[config.mk]
export PLATFORM = sky130hd
export DESIGN_NAME = main_control_fsm
export DESIGN_NICKNAME = d
export VERILOG_FILES = /design/src/rtl/main_control_fsm.sv
export SDC_FILE = /design/constraint.sdc
export NUM_CORES = 1
export LEC_CHECK = 0
export CORE_MARGIN = 2
export CORE_UTILIZATION = 30
export CTS_BUF_LIST = sky130_fd_sc_hd__clkbuf_2 sky130_fd_sc_hd__clkbuf_4 sky130_fd_sc_hd__clkbuf_8
export CTS_CLUSTER_SIZE = 10
export DETAILED_ROUTE_END_ITERATION = 12
export SYNTH_ARGS = -nofsm -noshare
export SYNTH_HDL_FRONTEND = slang
export SYNTH_SLANG_ARGS = --single-unit
[constraint.sdc]
create_clock -name clk -period 2.41 [get_ports clk]
set_input_delay 0.482 -clock clk [delete_from_list [all_inputs] [get_ports clk]]
set_output_delay 0.482 -clock clk [all_outputs]
set_load 0.1 [all_outputs]
[src/rtl/main_control_fsm.sv]
// main_control_fsm: multicycle main control unit.
//
// Sequences each instruction through FETCH, DECODE, EXEC, MEM and WB. It drives the
// datapath write enables, the mux selects and the ALU operation code. It also owns the
// memory request handshake, including a wait watchdog, and the terminal HALT state.
//
// Parameters:
//   MEM_TIMEOUT  maximum wait cycles allowed per memory request (1..255)
//
// Ports:
//   clk, rst                  clock (rising edge) and asynchronous active-high reset
//   opcode[5:0]               instruction bits [31:26], valid from DECODE onward
//   flag_n, flag_z            registered ALU flags, sampled in EXEC only
//   mem_ready                 memory completes the current request this cycle
//   alu_op[5:0]               opcode in EXEC, 6'b111111 otherwise
//   ir_write, pc_write,
//   reg_write, sp_write       register write enables
//   pc_sel[1:0]               00 PC+1, 01 ALU result, 10 memory data
//   wb_sel[1:0]               00 ALU result, 01 memory data, 10 PC
//   sp_dec                    with sp_write: 1 = SP-1, 0 = SP+1
//   mem_req, mem_we           memory request and write strobe
//   addr_sel[1:0]             00 PC, 01 ALU result, 10 SP
//   halted                    HALT state reached
//   err[1:0]                  sticky: 00 none, 01 memory timeout, 10 illegal opcode
//
// Build option:
//   MAIN_CTRL_ILLEGAL_TRAP_EN  if defined, an unknown opcode halts with err = 10;
//                              otherwise it behaves as a NOP and returns to FETCH.

module main_control_fsm #(
    parameter int unsigned MEM_TIMEOUT = 255
) (
    input  logic       clk,
    input  logic       rst,
    input  logic [5:0] opcode,
    input  logic       flag_n,
    input  logic       flag_z,
    input  logic       mem_ready,
    output logic [5:0] alu_op,
    output logic       ir_write,
    output logic       pc_write,
    output logic       reg_write,
    output logic       sp_write,
    output logic [1:0] pc_sel,
    output logic [1:0] wb_sel,
    output logic       sp_dec,
    output logic       mem_req,
    output logic       mem_we,
    output logic [1:0] addr_sel,
    output logic       halted,
    output logic [1:0] err
);

    localparam logic [5:0] OpAluLast = 6'b001001;  // 000000..001001: R-type and ALU-imm
    localparam logic [5:0] OpLd      = 6'b001010;
    localparam logic [5:0] OpSt      = 6'b001011;
    localparam logic [5:0] OpLdsp    = 6'b001100;
    localparam logic [5:0] OpStsp    = 6'b001101;
    localparam logic [5:0] OpBr      = 6'b001110;
    localparam logic [5:0] OpBmi     = 6'b001111;
    localparam logic [5:0] OpBpl     = 6'b010000;
    localparam logic [5:0] OpBz      = 6'b010001;
    localparam logic [5:0] OpPush    = 6'b010010;
    localparam logic [5:0] OpPop     = 6'b010011;
    localparam logic [5:0] OpCall    = 6'b010100;
    localparam logic [5:0] OpRet     = 6'b010101;
    localparam logic [5:0] OpMove    = 6'b010110;
    localparam logic [5:0] OpHalt    = 6'b100000;

    // Counter value during the last permitted wait cycle.
    localparam logic [7:0] WaitLast = 8'(MEM_TIMEOUT - 1);

    typedef enum logic [2:0] {StFetch, StDecode, StExec, StMem, StWb, StHalt} state_e;

    state_e     state_q, state_d;
    logic [7:0] wait_q, wait_d;
    logic [1:0] err_q, err_d;

    logic is_alu, is_ldst, is_branch, is_load, is_store;
    logic is_push, is_pop, is_call, is_ret, uses_sp, timeout;

    assign is_alu    = (opcode <= OpAluLast) || (opcode == OpMove);
    assign is_ldst   = (opcode >= OpLd) && (opcode <= OpStsp);
    assign is_branch = (opcode >= OpBr) && (opcode <= OpBz);
    assign is_load   = (opcode == OpLd) || (opcode == OpLdsp);
    assign is_store  = (opcode == OpSt) || (opcode == OpStsp);
    assign is_push   = (opcode == OpPush);
    assign is_pop    = (opcode == OpPop);
    assign is_call   = (opcode == OpCall);
    assign is_ret    = (opcode == OpRet);
    assign uses_sp   = is_push || is_pop || is_call || is_ret;
    // Completion in the final wait cycle beats the watchdog.
    assign timeout   = (wait_q == WaitLast) && !mem_ready;

    always_ff @(posedge clk or posedge rst) begin
        if (rst) begin
            state_q <= StFetch;
            wait_q  <= '0;
            err_q   <= '0;
        end else begin
            state_q <= state_d;
            wait_q  <= wait_d;
            err_q   <= err_d;
        end
    end

    always_comb begin
        state_d   = state_q;
        err_d     = err_q;
        alu_op    = 6'b111111;
        ir_write  = 1'b0;
        pc_write  = 1'b0;
        reg_write = 1'b0;
        sp_write  = 1'b0;
        pc_sel    = 2'b00;
        wb_sel    = 2'b00;
        sp_dec    = 1'b0;
        mem_req   = 1'b0;
        mem_we    = 1'b0;
        addr_sel  = 2'b00;
        halted    = 1'b0;
        err       = err_q;

        // Holding every output at its reset value while rst is high drops a pending
        // request immediately instead of at the next clock edge.
        if (!rst) begin
            unique case (state_q)
                StFetch: begin
                    mem_req = 1'b1;
                    if (mem_ready) begin
                        ir_write = 1'b1;
                        pc_write = 1'b1;
                        state_d  = StDecode;
                    end else if (timeout) begin
                        err_d   = 2'b01;
                        state_d = StHalt;
                    end
                end
                StDecode: begin
                    if (is_alu || is_ldst || is_branch || is_push || is_call) begin
                        state_d = StExec;
                    end else if (is_pop || is_ret) begin
                        state_d = StMem;
                    end else if (opcode == OpHalt) begin
                        state_d = StHalt;
                    end else begin
`ifdef MAIN_CTRL_ILLEGAL_TRAP_EN
                        err_d   = 2'b10;
                        state_d = StHalt;
`else
                        state_d = StFetch;
`endif
                    end
                end
                StExec: begin
                    alu_op = opcode;
                    if (is_branch) begin
                        pc_sel = 2'b01;
                        case (opcode)
                            OpBr:    pc_write = 1'b1;
                            OpBmi:   pc_write = flag_n;
                            OpBpl:   pc_write = !flag_n && !flag_z;
                            OpBz:    pc_write = flag_z;
                            default: pc_write = 1'b0;
                        endcase
                        state_d = StFetch;
                    end else if (is_ldst) begin
                        state_d = StMem;
                    end else if (is_push || is_call) begin
                        sp_write = 1'b1;
                        sp_dec   = 1'b1;
                        state_d  = StMem;
                    end else if (is_alu) begin
                        state_d = StWb;
                    end else begin
                        state_d = StFetch;
                    end
                end
                StMem: begin
                    mem_req  = 1'b1;
                    addr_sel = uses_sp ? 2'b10 : 2'b01;
                    mem_we   = is_store || is_push || is_call;
                    if (is_call) begin
                        pc_sel = 2'b01;
                    end
                    if (mem_ready) begin
                        if (is_load || is_pop || is_ret) begin
                            state_d = StWb;
                        end else begin
                            pc_write = is_call;
                            state_d  = StFetch;
                        end
                    end else if (timeout) begin
                        err_d   = 2'b01;
                        state_d = StHalt;
                    end
                end
                StWb: begin
                    reg_write = !is_ret;
                    wb_sel    = (is_load || is_pop) ? 2'b01 : 2'b00;
                    if (is_pop || is_ret) begin
                        sp_write = 1'b1;
                    end
                    if (is_ret) begin
                        pc_write = 1'b1;
                        pc_sel   = 2'b10;
                    end
                    state_d = StFetch;
                end
                StHalt: begin
                    halted = 1'b1;
                end
                default: begin
                    state_d = StFetch;
                end
            endcase
        end

        // Count wait cycles of a request still pending; any state change clears it.
        if ((state_d == state_q) && mem_req && !mem_ready) begin
            wait_d = wait_q + 8'd1;
        end else begin
            wait_d = 8'd0;
        end
    end

endmodule

### The metal 1 layer

Bar = 20 um.
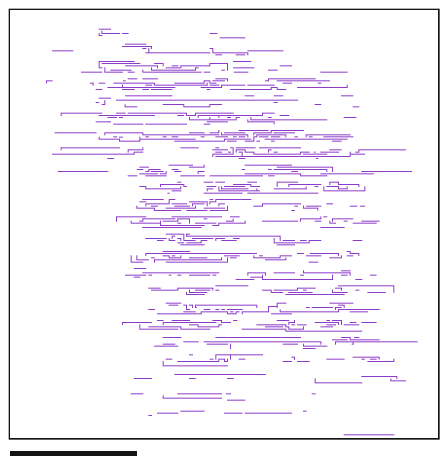
The longest straight run is 28.5 um. The layer carries 1,620 um of wire. The layer holds 43% of the routed length. The wires run mostly horizontal.
Vias: 1,375
met1 Usage GRT: 0.226
routed wire length: 3740 um

### Metal 2

Bar = 20 um.
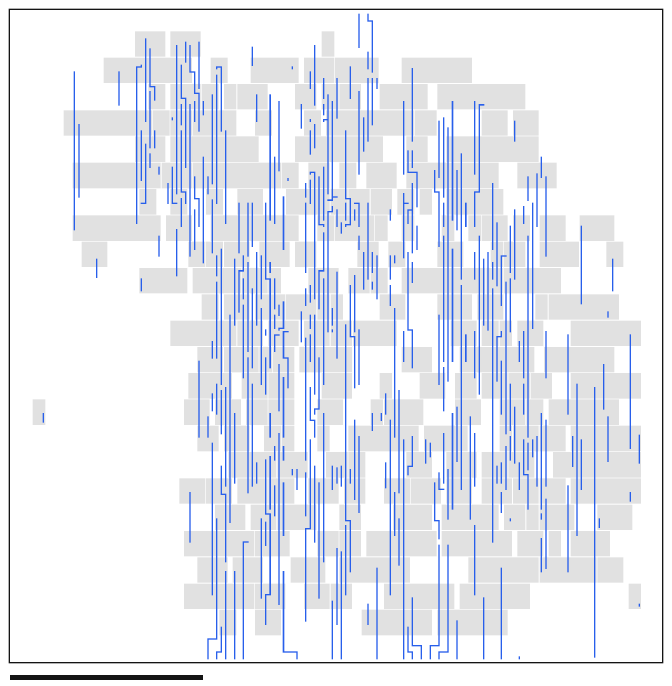
The wires run mostly vertical. The layer holds 51% of the routed length. The longest straight run is 27.9 um. 207 nets have wire on it. The layer carries 1,900 um of wire.
GR Util met2: 0.297

### Met3 routing

Bar = 20 um.
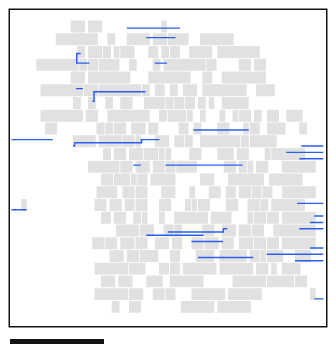
The layer carries 195 um of wire. The layer holds 5.2% of the routed length.
GRT met3 Usage: 0.0383

==> flow_summary.yaml <==
# generated from flow reports
placement:
  hpwl_um: 2950
  pre_cts_ws_ns: -0.201
  gp_congestion: 0.813
  io_buffers: 30
global_route:
  overflow: 0
  grt_pass1_vias: 1299
  grt_pass1_wl_um: 6040
  grtUsageTotal: 0.174
  grt_max_degree: 14
  antenna_found_initial: 0
logic_synthesis:
  syn-cell-area_um2: 1210
  top_area_frac: 0.249
  synthAdderAreaFrac: 0.0207
  ys_top_logic_family: "simple AND/OR/NAND/NOR gates"
  yosys.area_share.aoi: 0.178
  yosysChipArea_um2: 1210
  async_reset_ff_frac: 1.00
  syn_inst: 153
  flop_cell: "dfrtp_1"
  yosys-top-cells-count: "nor2_1 (14), nor3_1 (13), dfrtp_1 (12), a21oi_1 (9), nand2b_1 (8)"
  yosysWarningCount: 0
  simple_gate_area_frac: 0.385
  yosysTopAreaCell: "dfrtp_1"
  edf_count: 0
  synth_dominant_cell_count: "nor2_1"
  ys_sh_mux: 0
  yosys_cells: 153
  seq_area_frac_synth: 0.249
  ys_sh_xor: 0.0653
  syn_area_per_cell_um2: 7.89
  synth_flops: 12
cts:
  cts.hold.buffers_added: 0
  clockBufferDepth: 2
  postCtsSetupBuffers: 3
  cts_resized: 18
  numCtsBuffers: 3
  clk_pin_slew_ns: 0.05
  root_buffer: "clkbuf_8"
  h-tree-depth: 1
  clock_latency_ns: 0.24
  clock-sinks: 12
  cts_tree: "built"
worst_hold_path:
  hp-class: "register to register"
  worst_hold_path.endpoint: "err[0]$_DFFE_PP0P_"
  worst_hold_startpoint: "err[0]$_DFFE_PP0P_"
die:
  core_area_um2: 3940
  die_area_um2: 4550
  initCoreUtil: 0.306
  die_w_um: 67.4
  rows: 23
  die_h_um: 67.4
sta:
  drv_slew: 0
  fmax_ghz: 0.425
  finalCritPeriodShare: 0.976
  hold_violations: 0
  period_needed_ns: 2.35
  setup_ws_ns: 0.0581
  setup_viol: 0
  fin_hold_ws_ns: 0.482
power_and_ir_drop:
  power_density_nw_per_um2: 412
  max-vdd-ir-drop_v: 0.000223
  p_leak_uw: 0.000916
cells_and_area:
  layout_top_cells: "buf_4 (39), buf_12 (19), nor2_1 (10), nor3_1 (10), dfrtp_1 (10)"
  nFillCells: 367
  layout-drive-gt1-share: 0.458
  fin_nets: 229
  syn2layout_area_growth_pct: 79.0
  largest_reg_flops: 8
  lay_top_count: "buf_4"
worst_setup_path:
  slowest_stage: "clkdlybuf4s50_1"
  arrival_ns: 1.87
  cp-startpoint: "flag_z"
  critPathKind: "primary input to primary output"
  required_ns: 1.93
  critPathMaxFanout: 2
  cpPeakStageDelay_ns: 0.43
  cp_top_family: "buffers and inverters"
  rr_startpoint: "state_q[2]$_DFF_PP0_"
  r2r_slack_ns: 0.78
  path_cells: "clkdlybuf4s50_1 -> or3_1 -> a21oi_2 -> o21bai_1 -> o211ai_1 -> clkbuf_16"
  cp-end-kind: "primary output"
  critical_path_buf_inv_count: 2
  reg2reg_depth: 6
  regToRegEndpoint: "state_q[0]$_DFF_PP0_"
  startpoint_type: "primary input"
route:
  dr.pass1.iters: 4
  wire_per_inst_um: 14.1
  ant_nets: 0
  drt-vias-per-instance: 5.21
  drtIter0Drc: 87
  drt_drc_violations_left: 0
job:
  warnings: 28
run_status:
  status: "completed"
==> worst max path at each step <==
| stage | slack (ns) | endpoint |
|---|---|---|
| finish | 0.06 | pc_write |
| global route | -0.004 | pc_sel[0] |
| CTS | 0.02 | pc_write |
| detailed placement | -0.20 | pc_write |
| global placement | -0.17 | pc_write |
| floorplan | -0.82 | sp_write |
==> final cells by class <==
| cell class | instances | area (um^2) | area share |
|---|---|---|---|
| multi-input combinational | 121 | 911 | 0.422 |
| timing repair buffer | 72 | 818 | 0.379 |
| sequential | 12 | 303 | 0.140 |
| tap | 50 | 62.6 | 0.0290 |
| clock buffer | 3 | 41.3 | 0.0191 |
| inverter | 6 | 25.0 | 0.0116 |
==> metrics by stage <==
| stage | setup TNS (ns) | utilization | cells | total power (uW) | instance area, um^2 |
|---|---|---|---|---|---|
| floorplan | -3.36 | - | 154 | 525 | 1280 |
| global placement | -0.629 | 0.508 | 255 | 681 | 2000 |
| detailed placement | -0.903 | 0.508 | 255 | 689 | 2000 |
| CTS | 0 | 0.539 | 261 | 886 | 2120 |
| global route | -0.00541 | 0.548 | 264 | 938 | 2160 |
| finish | 0 | 0.548 | 264 | 890 | 2160 |
==> routing by layer <==
metal	track usage	up-vias	part of all wire
met1	0.226	653	0.43
met3	0.0383	4	0.052
met4	0.0306	0	0.0072
met5	0	-	0
met2	0.297	41	0.51
li1	-	677	-
==> worst register-to-register path, stage by stage, from the launching register on <==
cell      delay, ns
dfrtp_2        0.39
buf_4          0.16
buf_4          0.17
nor4b_2        0.33
o211ai_1       0.18
o221a_2        0.16
o22ai_1        0.15
==> power breakdown <==
group	switching [uW]	leakage [uW]	total, uW	internal (uW)
combinational	287	0.000734	476	189
clock	69.1	0.0000216	179	110
sequential	21.3	0.000161	235	213
total	377	0.000916	890	512
Power is estimated from default activity; no workload was simulated.
